==> run_1/ff_map.png <==
Scale: 1 px per micron.
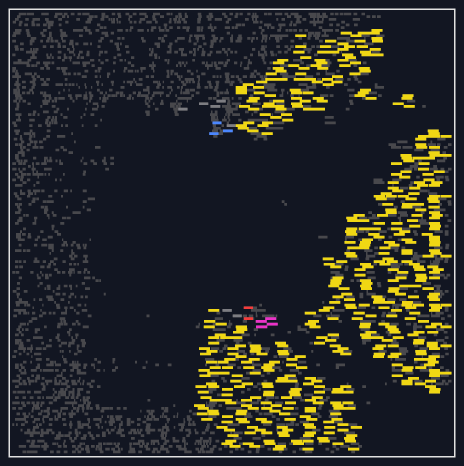
==> run_1/clock_nets.png <==
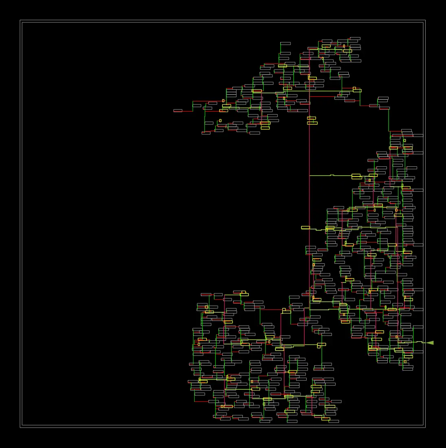
==> run_1/m2.png <==
Scale: 1 px per micron.
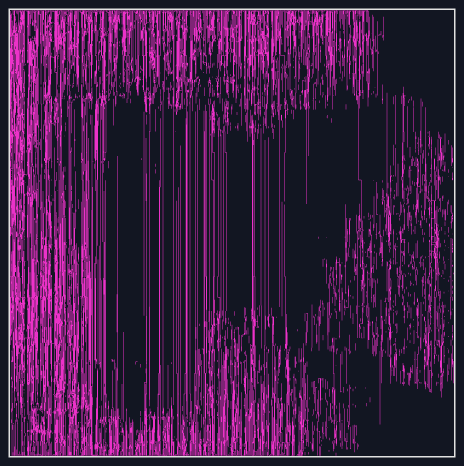
==> run_1/floorplan.png <==
Pins as bars on the die edge.
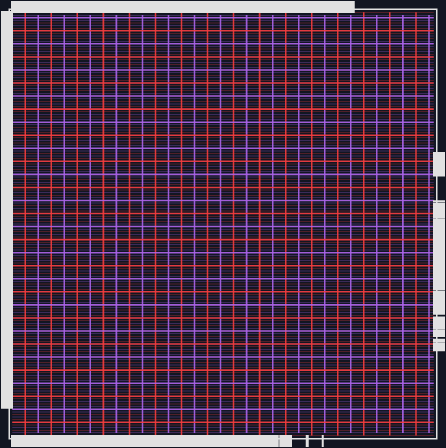
--- config.mk ---
export PLATFORM = sky130hd
export DESIGN_NAME = vector_multiply_arbiter
export DESIGN_NICKNAME = d
export VERILOG_FILES = /design/src/rtl/vector_multiply_arbiter.sv
export SDC_FILE = /design/constraint.sdc
export NUM_CORES = 1
export LEC_CHECK = 0
export CAP_MARGIN = 20
export CORE_AREA = 2 2 442 444
export DETAILED_ROUTE_END_ITERATION = 7
export DIE_AREA = 0 0 444 446
export GPL_TIMING_DRIVEN = 0
export PLACE_DENSITY = 0.4
export SLEW_MARGIN = 5
export SYNTH_ARGS = -nofsm -noshare
export SYNTH_HDL_FRONTEND = slang
export SYNTH_SLANG_ARGS = --single-unit
export TNS_END_PERCENT = 100
--- constraint.sdc ---
create_clock -name clock -period 4.1 [get_ports clock]
set_input_delay 0.615 -clock clock [delete_from_list [all_inputs] [get_ports clock]]
set_output_delay 0.615 -clock clock [all_outputs]
set_load 0.02 [all_outputs]
--- src/rtl/vector_multiply_arbiter.sv ---
// Round-robin arbiter sharing one fixed-latency vector multiplier between two requesters.
// Results return in grant order through a credit-gated FIFO, tagged with the requester id.
module vector_multiply_arbiter #(
  parameter int MUL_LATENCY = 2,
  parameter int FIFO_DEPTH  = 4,
  parameter int VLEN        = 128,
  parameter int EXEC_W      = 32
) (
  input  logic                   clock,
  input  logic                   reset,
  input  logic [1:0]             req_valid,
  output logic [1:0]             req_ready,
  input  logic [1:0][EXEC_W-1:0] req_execution_vector,
  input  logic [1:0][VLEN-1:0]   req_vs2,
  input  logic [1:0][VLEN-1:0]   req_vs1,
  output logic [EXEC_W-1:0]      mul_execution_vector,
  output logic [VLEN-1:0]        mul_vs2,
  output logic [VLEN-1:0]        mul_vs1,
  input  logic [VLEN-1:0]        mul_vd,
  output logic                   res_valid,
  input  logic                   res_ready,
  output logic [VLEN-1:0]        res_vd,
  output logic                   res_id,
  output logic                   busy
);

  localparam int PTR_W = (FIFO_DEPTH > 1) ? $clog2(FIFO_DEPTH) : 1;
  localparam int CNT_W = $clog2(FIFO_DEPTH + 1);
  localparam int OCC_W = $clog2(FIFO_DEPTH + MUL_LATENCY + 1);

  logic                   prio;
  logic [1:0]             win;
  logic                   credit;
  logic                   grant;
  logic                   grant_id;
  logic [MUL_LATENCY-1:0] track_valid;
  logic [MUL_LATENCY-1:0] track_id;
  logic [OCC_W-1:0]       inflight_cnt;
  logic [OCC_W-1:0]       occupancy;
  logic [PTR_W-1:0]       wr_ptr;
  logic [PTR_W-1:0]       rd_ptr;
  logic [CNT_W-1:0]       fifo_count;
  logic [VLEN-1:0]        fifo_vd [FIFO_DEPTH];
  logic                   fifo_id [FIFO_DEPTH];
  logic                   push;
  logic                   pop;

  function automatic logic [PTR_W-1:0] next_ptr(input logic [PTR_W-1:0] p);
    return (p == PTR_W'(FIFO_DEPTH - 1)) ? '0 : p + PTR_W'(1);
  endfunction

  // Credits count every granted op not yet popped; a pop frees its credit one cycle later.
  always_comb begin
    inflight_cnt = '0;
    for (int i = 0; i < MUL_LATENCY; i++) begin
      inflight_cnt = inflight_cnt + OCC_W'(track_valid[i]);
    end
    occupancy = inflight_cnt + OCC_W'(fifo_count);
  end

  assign credit = (occupancy < OCC_W'(FIFO_DEPTH));

  // Handshakes: a transfer happens on a rising edge where valid & ready are both high;
  // valid never waits on ready, and req_ready never looks at res_ready.
  always_comb begin
    win = 2'b00;
    case (req_valid)
      2'b11:   win[prio] = 1'b1;
      default: win = req_valid;
    endcase
    req_ready = (credit && !reset) ? win : 2'b00;
  end

  assign grant    = |req_ready;
  assign grant_id = req_ready[1];

  always_comb begin
    mul_execution_vector = '0;
    mul_vs2              = '0;
    mul_vs1              = '0;
    if (grant) begin
      mul_execution_vector = req_execution_vector[grant_id];
      mul_vs2              = req_vs2[grant_id];
      mul_vs1              = req_vs1[grant_id];
    end
  end

  always_ff @(posedge clock or posedge reset) begin
    if (reset) begin
      prio        <= 1'b0;
      track_valid <= '0;
      track_id    <= '0;
    end else begin
      if (grant) prio <= ~grant_id;
      track_valid[0] <= grant;
      track_id[0]    <= grant_id;
      for (int i = 1; i < MUL_LATENCY; i++) begin
        track_valid[i] <= track_valid[i-1];
        track_id[i]    <= track_id[i-1];
      end
    end
  end

  assign push = track_valid[MUL_LATENCY-1];
  assign pop  = res_valid && res_ready;

  always_ff @(posedge clock or posedge reset) begin
    if (reset) begin
      wr_ptr     <= '0;
      rd_ptr     <= '0;
      fifo_count <= '0;
    end else begin
      if (push) wr_ptr <= next_ptr(wr_ptr);
      if (pop)  rd_ptr <= next_ptr(rd_ptr);
      if (push && !pop)      fifo_count <= fifo_count + CNT_W'(1);
      else if (pop && !push) fifo_count <= fifo_count - CNT_W'(1);
    end
  end

  always_ff @(posedge clock) begin
    if (push) begin
      fifo_vd[wr_ptr] <= mul_vd;
      fifo_id[wr_ptr] <= track_id[MUL_LATENCY-1];
    end
  end

  assign res_valid = (fifo_count != '0);
  assign res_vd    = fifo_vd[rd_ptr];
  assign res_id    = fifo_id[rd_ptr];
  assign busy      = (occupancy != '0);

  // Credit gating keeps a full FIFO from ever seeing another result.
  assert property (@(posedge clock) disable iff (reset)
    !(push && fifo_count == CNT_W'(FIFO_DEPTH)));

endmodule

==> reports/qor.yml, run 1 <==
timing:
  fin_crit_sh_pct: 97.7
  finalSetupViolations: 0
  fin_ws_ns: 0.0926
  maxSlewViolCount: 0
  fmax_ghz: 0.250
  slew_headroom_pct: 27.2
  timing.hold.ws_ns: 0.354
  final-hold-violation-count: 0
finish:
  reg.largest.list: "fifo_vd x512, fifo_id x4, fifo_count x3"
  sh_comb_area_pct: 21.2
  largest_reg_flops: 512
  layout-drive-gt1-share_pct: 19.1
  fill_cells: 20800
  design_area_sq_mm: 0.0428
  layout_top_cells: "clkdlybuf4s50_1 (853), edfxtp_1 (516), o211ai_1 (288)"
  final_common_cell: "clkdlybuf4s50_1"
  area_delta_synth_final_pct: 65.3
  logic_gates: 1030
  nNonClkInverters: 11
  largestClassByArea: "sequential cells"
  logic_area_sq_mm: 0.00907
  nets: 3714
  regMostFlops: "fifo_vd"
  stdcell_count: 5627
placed_design:
  place_area_sq_mm: 0.0408
  dp_cells: 5477
global_routing:
  antenna_found_initial: 73
  grt_use_met3_pct: 5.16
  grt_max_degree: 45
  met1_usage_pct: 18.5
  gr-max-usage-layer: "met2"
  grt_pass1_wl_mm: 237
  grt_pass1_vias: 23200
power:
  power_leader: "combinational cells"
  leakagePower_uw: 0.0140
  p_comb_uw: 12700
  swShare_pct: 41.2
  power_density_mw_per_mm2: 575
  power_frac_clock_pct: 20.3
  p_seq_share_pct: 28.0
  power_clock_uw: 4990
  power.internal_uw: 14500
logic_synthesis:
  yosysTopAreaCellShare_pct: 59.9
  top_area_cell: "edfxtp_1"
  synthTopLogicFamily: "AND-OR/OR-AND gates"
  xor_area_share_pct: 0.164
  syn_area_sq_mm: 0.0259
  postSynthSeqShare_pct: 61.1
  yosys_warnings: 0
  numSynthFlops: 528
  yosys.area_share.aoi_pct: 21.4
  synth.area.top_cells: "edfxtp_1 (60%), mux4_2 (11%), o211ai_1 (8.4%), o21ai_0 (5.3%), a21oi_2 (4.1%)"
  fp_nets: 2506
  synthTopCellsByCount: "edfxtp_1 (516), o211ai_1 (288), o21ai_0 (273)"
  async_flop_share_pct: 2.27
  synth_adder_area_share_pct: 0.493
  yosysUniqueCellTypes: 34
  syn_area_per_cell_sq_um: 14.5
  flop_cell: "edfxtp_1"
  top_cell: "edfxtp_1"
routing:
  drtIter0Drc: 1689
  routedWlPerCell_microns: 33.2
  wl_met3_mm: 14.6
  via_per_inst: 4.02
  routed-wl-met2_mm: 95.0
  dr.max_layer_used: "met5"
  ant_nets: 0
  remaining_drc_errors: 0
cts:
  tritoncts: "done"
  cts_root_buf: "clkbuf_16"
  clk_pin_slew_ns: 0.07
  post_cts_resized: 510
  numCtsBuffers: 55
  postCtsSetupBuffers: 1
worst_hold_path:
  hold_path_class: "flop to flop"
  whs_endpoint: "track_id[1]"
  holdPathStages: 0
worst_setup_path:
  timing.rr.start: "fifo_count[0]"
  cpPeakStageDelay_ns: 0.42
  critPathRequiredTime_ns: 3.48
  endpoint: "mul_vs1[77]"
  cp_slowest_cell: "dfrtp_2"
  r2r_setup_slack_ns: 1.66
  path_delay_family: "buffers and inverters"
  worst_setup_path_end_kind: "output pin"
  ff2ff_path_depth: 8
  path_depth: 11
  r2r_end: "fifo_count[2]"
  startpoint: "track_valid[1]"
  crit_type: "flop to output pin"
die:
  die_area_sq_mm: 0.198
  fp_util_pct: 13.4
  row_count: 162
  taps: 2542
outcome:
  outcome: "complete, no violations"
job:
  warnings: 30
About ff_map.png:
magenta -> fifo_id  # placed flops 4
blue -> fifo_count  # placed flops 3
red -> rd_ptr  # placed flops 2
yellow -> fifo_vd  # placed flops 512
not colored = 7
seq pwr: 6880 uW
Flop area: 0.0158 sq mm
sequential fraction of total cell area: 36.9%
post-layout util: 22.1%

About clock_nets.png:
Flops: 528
Layout Skew: 0.0415 ns
clk_lat worst skew: 0.66 ns
CTS Sinks: 528
CLK BUF: 66

About m2.png:
wire length on this layer = 95.0 mm
main direction = vertical
longest straight run = 345 microns
nets with wire on the layer = 3335
Routed WL: 187 mm
via count: 22600
M2 GR Usage: 32.5%

About floorplan.png:
purple -> VDD
red -> VSS
met1 rails = 163
signal pins = 1130
met4 straps = 32
met5 straps = 32
Die Ht: 446 microns
Die X: 444 microns
VDD IR max: 0.000349 V
core area: 0.194 sq mm

## Run 2: what changed since run 1
ABC_AREA = 1   (was default)
CORE_AREA = 2 2 438 440   (was 2 2 442 444)
DIE_AREA = 0 0 440 442   (was 0 0 444 446)
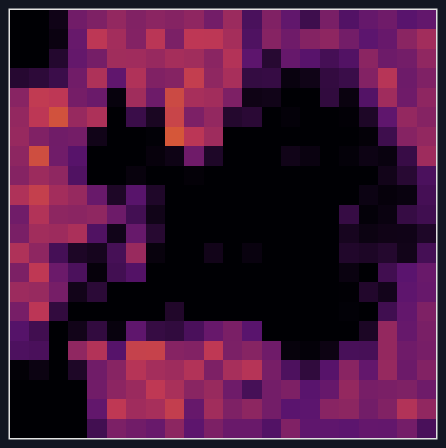
(run_2/util_map.png)
The die is cut into 22 by 22 equal tiles; black is low, pale yellow is high, 0 to 100% covered.
emptiest ninth of the die = center
nearly empty tiles = 31%
mean over tiles = 20%
post-layout util: 22.0%
Core Density at Floorplan: 13.1%

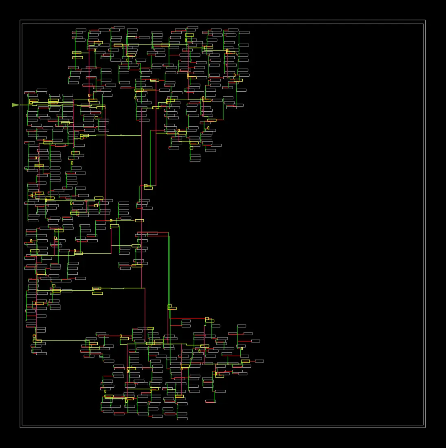
(run_2/clock_nets.png)
Clock Power: 5120 uW
CLK BUF: 67
cts bufs inserted: 58
clk_lat worst skew: 0.64 ns
Layout Skew: 0.0307 ns

==> run 2 against run 1 <==
Net effect:
- clock power increased by 3%
- maximum frequency increased by 0.96%
- critical path type unchanged
- hold slack improved by 0.0088 ns
- critical endpoint is now mul_vs2[67]
- area after synthesis decreased by 4.1%
- clock skew decreased by 0.011 ns
==> reports/qor.yml, run 2 <==
routing:
  ant_nets: 0  # unchanged
  drt_wl_total_mm: 181  # -3.0%
  num_vias: 25000  # +10%
  wl_met3_mm: 10.2  # -30%
  routed-wl-met2_mm: 93.3  # -1.8%
  drtIter0Drc: 1704  # +0.89%
  dr.max_layer_used: "met5"
  remaining_drc_errors: 0  # unchanged
  via_per_inst: 4.07  # +1.2%
  routedWlPerCell_microns: 29.5  # -11%
die:
  die_w_microns: 440  # -0.90%
  taps: 2511  # -1.2%
  die_area_sq_mm: 0.194  # -1.8%
  coreArea_sq_mm: 0.190  # -2.1%
  row_count: 160  # -1.2%
  dieHeight_microns: 442  # -0.90%
logic_synthesis:
  top_cell: "edfxtp_1"
  yosys.area_share.aoi_pct: 14.8  # -6.6 points
  syn_inst: 2350
  syn_area_sq_mm: 0.0248  # -4.1%
  yosysTopAreaCellShare_pct: 62.5  # +2.6 points
  syn_area_per_cell_sq_um: 10.6  # -27%
  fp_nets: 3068  # +22%
  yosysUniqueCellTypes: 25  # -26%
  synth_adder_area_share_pct: 0.514  # +0.021 points
  yosys_warnings: 0  # unchanged
  postSynthSeqShare_pct: 63.7  # +2.6 points
  top_area_cell: "edfxtp_1"
  synth.area.top_cells: "edfxtp_1 (62%), nand4_1 (7.3%), a21oi_1 (5.5%), o21ai_0 (5.2%), nand2_1 (4.6%)"
  xor_area_share_pct: 0.0706  # -0.094 points
  synthTopLogicFamily: "simple AND/OR/NAND/NOR gates"
  async_flop_share_pct: 2.27  # unchanged
  synthTopCellsByCount: "edfxtp_1 (516), nand2_1 (305), nand4_1 (288)"
global_routing:
  met1_usage_pct: 20.1  # +1.7 points
  antenna_found_initial: 77  # +5.5%
  grt_max_degree: 86  # +91%
  gr-usage-met2_pct: 32.3  # -0.22 points
  grt_pass1_vias: 24700  # +6.1%
  gr-max-usage-layer: "met2"
  grt_usage_pct: 17.7
  grt_pass1_wl_mm: 234  # -1.2%
  grt_use_met3_pct: 3.08  # -2.1 points
timing:
  fin_crit_sh_pct: 96.8  # -0.93 points
  maxSlewViolCount: 0  # unchanged
  fin_ws_ns: 0.131  # +0.0383 ns
  slew_headroom_pct: 41.4  # +14 points
  timing.hold.ws_ns: 0.363  # +0.00880 ns
  fmax_ghz: 0.252  # +0.96%
  finalSetupViolations: 0  # unchanged
worst_setup_path:
  cp_slowest_cell: "fa_1"
  path_delay_family: "buffers and inverters"
  r2r_setup_slack_ns: 1.78  # +0.12 ns
  crit_type: "flop to output pin"
  cpPeakStageDelay_ns: 0.40  # -0.02 ns
  path_depth: 12  # +1
  ff2ff_path_depth: 5  # -3
  r2r_end: "fifo_vd[0][31]"
  timing.rr.start: "wr_ptr[0]"
  arrival_ns: 3.35
  startpoint: "track_valid[0]"
  worst_setup_path_end_kind: "output pin"
power:
  power_sequential_uw: 6700  # -3%
  power_leader: "combinational cells"
  p_comb_uw: 13900  # +9%
  ir_worst_vdd_v: 0.000420  # +20%
  leakagePower_uw: 0.0150  # +7.4%
  power_frac_clock_pct: 19.9  # -0.4 points
  swShare_pct: 45.6  # +4.4 points
  power.internal_uw: 14000  # -3.2%
  p_seq_share_pct: 26.0  # -2.0 points
  power_density_mw_per_mm2: 616  # +7.0%
worst_hold_path:
  holdPathStages: 0  # unchanged
  whs_endpoint: "track_id[1]"
  hold_path_class: "flop to flop"
outcome:
  outcome: "complete, no violations"
cts:
  tritoncts: "done"
  post_cts_resized: 690  # +35%
  clk_pin_slew_ns: 0.07  # about the same
  postCtsSetupBuffers: 1  # unchanged
  cts_sinks: 528  # unchanged
  cts_root_buf: "clkbuf_16"
finish:
  seq_share_pct: 37.8  # +0.85 points
  buffers: 1385
  nets: 4267  # +15%
  final_common_cell: "clkdlybuf4s50_1"
  layout-drive-gt1-share_pct: 14.8  # -4.3 points
  regMostFlops: "fifo_vd"
  fill_cells: 20800  # -0.024%
  ff_count: 528  # unchanged
  logic_gates: 1555  # +51%
  stdcell_count: 6140  # +9.1%
  largestClassByArea: "sequential cells"
  design_area_sq_mm: 0.0418  # -2.2%
  logic_area_sq_mm: 0.00847  # -6.6%
  n_antenna_cell: 35
  area_delta_synth_final_pct: 68.5
  nNonClkInverters: 21  # +10
  layout_top_cells: "clkdlybuf4s50_1 (817), edfxtp_1 (516), nand2_1 (303)"
  sh_comb_area_pct: 20.3  # -0.93 points
  largest_reg_flops: 512  # unchanged
job:
  warnings: 30  # unchanged
placed_design:
  dp_cells: 6000  # +9.5%
  place_area_sq_mm: 0.0395  # -3.1%
## Run 3: what changed since run 2
ABC_CLOCK_PERIOD_IN_PS = 4100   (was default)
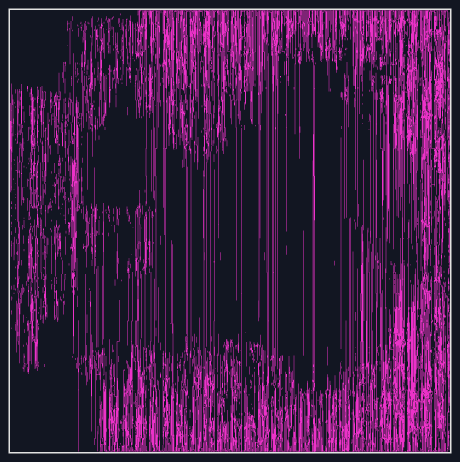
(run_3/m2.png)
Scale: 1 px per micron.
main direction = vertical
share of all routed wire = 51%
via count: 25000
Routed WL: 181 mm
M2 GR Usage: 32.3%

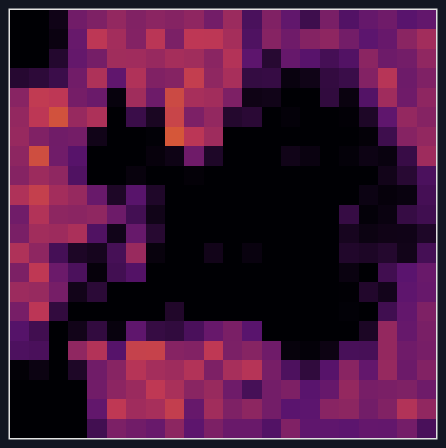
(run_3/util_map.png)
The die is cut into 22 by 22 equal tiles; black is low, pale yellow is high, 0 to 100% covered.
mean over tiles = 20%
nearly empty tiles = 31%
fullest tile = 60%
core area: 0.190 sq mm

==> run 3 against run 2 <==
Net effect:
- wire length unchanged
- clock power about the same
- flip-flop count unchanged
- synthesized cell count unchanged
- sequential share of layout area unchanged
- critical path depth unchanged
- area after synthesis unchanged
- via count unchanged
- design area unchanged
- register-to-register slack about the same
==> reports/qor.yml, run 3 <==
logic_synthesis:
  postSynthSeqShare_pct: 63.7  # unchanged
  yosys.area_share.aoi_pct: 14.8  # unchanged
  syn_area_per_cell_sq_um: 10.6  # unchanged
  top_area_cell: "edfxtp_1"
  yosysTopAreaCellShare_pct: 62.5  # unchanged
  synthTopCellsByCount: "edfxtp_1 (516), nand2_1 (305), nand4_1 (288)"
  xor_area_share_pct: 0.0706  # unchanged
  fp_nets: 3068  # unchanged
  yosys_warnings: 0  # unchanged
  synth_adder_area_share_pct: 0.514  # unchanged
  synth.area.top_cells: "edfxtp_1 (62%), nand4_1 (7.3%), a21oi_1 (5.5%), o21ai_0 (5.2%), nand2_1 (4.6%)"
  top_cell: "edfxtp_1"
routing:
  ant_nets: 0  # unchanged
  dr.max_layer_used: "met5"
  routedWlPerCell_microns: 29.5  # unchanged
  routed-wl-met2_mm: 93.3  # unchanged
  wl_met3_mm: 10.2  # unchanged
  remaining_drc_errors: 0  # unchanged
  via_per_inst: 4.07  # unchanged
power:
  leakagePower_uw: 0.0150  # unchanged
  swShare_pct: 45.6  # unchanged
  switchingPower_uw: 11700
  power_clock_uw: 5120  # about the same
  p_comb_uw: 13900  # about the same
  p_seq_share_pct: 26.0  # about the same
  power_frac_clock_pct: 19.9  # about the same
  power_density_mw_per_mm2: 616  # unchanged
  power.internal_uw: 14000  # unchanged
  power_leader: "combinational cells"
  power_sequential_uw: 6700  # about the same
  ir_worst_vdd_v: 0.000420  # unchanged
finish:
  clk_share_pct: 4.38
  logic_area_sq_mm: 0.00847  # unchanged
  final_common_cell: "clkdlybuf4s50_1"
  buffers: 1385  # unchanged
  area_delta_synth_final_pct: 68.5  # unchanged
  clkbuf_count: 67  # unchanged
  layout-drive-gt1-share_pct: 14.8  # unchanged
  seq_share_pct: 37.8  # unchanged
  logic_gates: 1555  # unchanged
  layout_top_cells: "clkdlybuf4s50_1 (817), edfxtp_1 (516), nand2_1 (303)"
  ff_count: 528  # unchanged
  n_antenna_cell: 35  # unchanged
  sh_comb_area_pct: 20.3  # unchanged
  design_area_sq_mm: 0.0418  # unchanged
  nNonClkInverters: 21  # unchanged
  fill_cells: 20800  # unchanged
  largestClassByArea: "sequential cells"
  regMostFlops: "fifo_vd"
  stdcell_count: 6140  # unchanged
  largest_reg_flops: 512  # unchanged
worst_setup_path:
  startpoint: "track_valid[0]"
  arrival_ns: 3.35  # about the same
  r2r_end: "fifo_vd[0][31]"
  path_delay_family: "buffers and inverters"
  worst_setup_path_end_kind: "output pin"
  crit_type: "flop to output pin"
  ff2ff_path_depth: 5  # unchanged
  cp_slowest_cell: "fa_1"
  r2r_setup_slack_ns: 1.78  # about the same
  timing.rr.start: "wr_ptr[0]"
  cpPeakStageDelay_ns: 0.40  # about the same
cts:
  cts_sinks: 528  # unchanged
  cts_root_buf: "clkbuf_16"
  clk_pin_slew_ns: 0.07  # about the same
  tritoncts: "done"
  clock_latency_ns: 0.64  # about the same
  post_cts_resized: 690  # unchanged
  postCtsSetupBuffers: 1  # unchanged
  numCtsBuffers: 58  # unchanged
global_routing:
  antenna_found_initial: 77  # unchanged
  grt_use_met3_pct: 3.08  # unchanged
  met1_usage_pct: 20.1  # unchanged
  grt_pass1_wl_mm: 234  # unchanged
  grt_pass1_vias: 24700  # unchanged
  grt_max_degree: 86  # unchanged
  grt_usage_pct: 17.7  # unchanged
timing:
  fmax_ghz: 0.252  # unchanged
  fin_ws_ns: 0.131  # unchanged
  finalSetupViolations: 0  # unchanged
  fin_skew_ns: 0.0307  # unchanged
  fin_crit_sh_pct: 96.8  # unchanged
  maxSlewViolCount: 0  # unchanged
  timing.hold.ws_ns: 0.363  # unchanged
die:
  die_w_microns: 440  # unchanged
  taps: 2511  # unchanged
  die_area_sq_mm: 0.194  # unchanged
  dieHeight_microns: 442  # unchanged
  fp_util_pct: 13.1  # unchanged
placed_design:
  place_area_sq_mm: 0.0395  # unchanged
  dp_cells: 6000  # unchanged
job:
  warnings: 30  # unchanged
worst_hold_path:
  holdPathStages: 0  # unchanged
  whs_endpoint: "track_id[1]"
outcome:
  outcome: "complete, no violations"
Power figures rest on the tool's default switching activity, not on a simulated workload.
